Cell classes on the final placement:
(2 px per um)
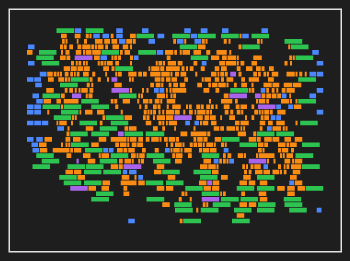
Signal wires on met1:
(3 px per um) Supply wires on this layer in grey.
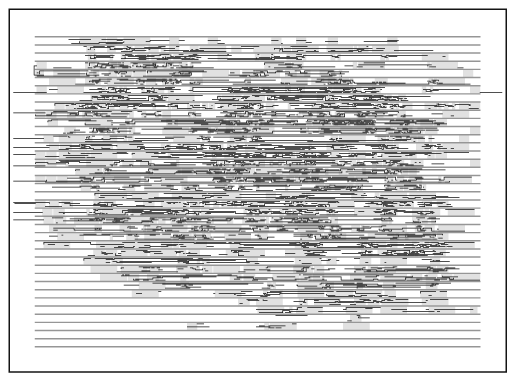
==> config.mk <==
export PLATFORM = sky130hd
export DESIGN_NAME = uprocesador_multiciclo
export DESIGN_NICKNAME = d
export VERILOG_FILES = /design/src/rtl/uproc_pkg.sv /design/src/rtl/uproc_alu.sv /design/src/rtl/uprocesador_multiciclo.sv
export SDC_FILE = /design/constraint.sdc
export NUM_CORES = 1
export LEC_CHECK = 0
export CAP_MARGIN = 20
export CORE_ASPECT_RATIO = 0.7
export CORE_MARGIN = 8
export CORE_UTILIZATION = 41
export CTS_CLUSTER_DIAMETER = 80
export DETAILED_ROUTE_END_ITERATION = 8
export PLACE_DENSITY = 0.66
export SLEW_MARGIN = 10
export SYNTH_ARGS = -nofsm -noshare
export SYNTH_HDL_FRONTEND = slang
export SYNTH_SLANG_ARGS = --single-unit
==> constraint.sdc <==
create_clock -name CLOCK_50 -period 4 [get_ports CLOCK_50]
set_input_delay 0.4 -clock CLOCK_50 [delete_from_list [all_inputs] [get_ports CLOCK_50]]
set_output_delay 0.4 -clock CLOCK_50 [all_outputs]
set_load 0.05 [all_outputs]
==> flow_summary.toml <==
# synthesis and place-and-route metrics
[final_timing]
finalSetupViolCount = 0
hold_violations = 0
whs_ns = 0.141
fin_ws_ns = 0.250
grt_setup_unrepaired = "false"
maxSlewViolCount = 0

[final_layout]
final_cell_area_um2 = 7430
mi_logic_area_um2 = 3790
largest_reg_flops = 48
nClkBuffers = 11
inverters = 30
ff_count = 93
nMultiInputCombCells = 510
clock_area_frac = 0.0384
final_util = 0.484
fill_cells = 1418
fin_nets = 763
drive_gt1_frac = 0.197

[placed_design]
dpl-instance-area_um2 = 7140
dpl.hpwl_um = 14800

[yosys]
yosys_warnings = 0
aoi_share = 0.171
yosys-top-cells-count = "dfrtp_1 (93), nand2_1 (75), mux2_2 (63), o21ai_0 (53), nor2_1 (38)"
synth.distinct_cells = 70
syn-cell-area_um2 = 6390
synth_top_area_share = 0.364
logic_family = "multiplexers"
yosys_cells = 670

[outcome]
status = "finished, final reports clean"

[clock_tree]
cts_made_buffers = 9
clock-sinks = 93
cts_setup_buffers = 0

[detailed_routing]
firstDrtPassIters = 7
drt-met1-wl_um = 9530
first_iter_violations = 596
wl_per_cell_um = 21.3

[floorplanning]
fp.dieH_um = 120
pin_count = 49
core_area_um2 = 15400

[grt]
grt_use_total = 0.201
grt_first_pass_wirelength_um = 31300
busiest_layer = "met1"
use_met2 = 0.274

[setup_path]
path_delay_family = "AND-OR/OR-AND gates"
worst-setup-path-type = "flop to flop"
slowest_stage = "dfrtp_1"

[job]
warnings = 42
About 'cell classes on the final placement':
[orange] remaining logic cells | cells: 540
[blue] remaining buffers and delay cells | cells: 72
[purple] clock drivers and dummy loads | cells: 16
[green] registers | cells: 93
sequential cell area share: 0.314
Rows: 38

About 'signal wires on met1':
share of all routed wire: 49%
wire length on this layer: 9530 um
routed via count: 5585
met1 Use GR: 0.298

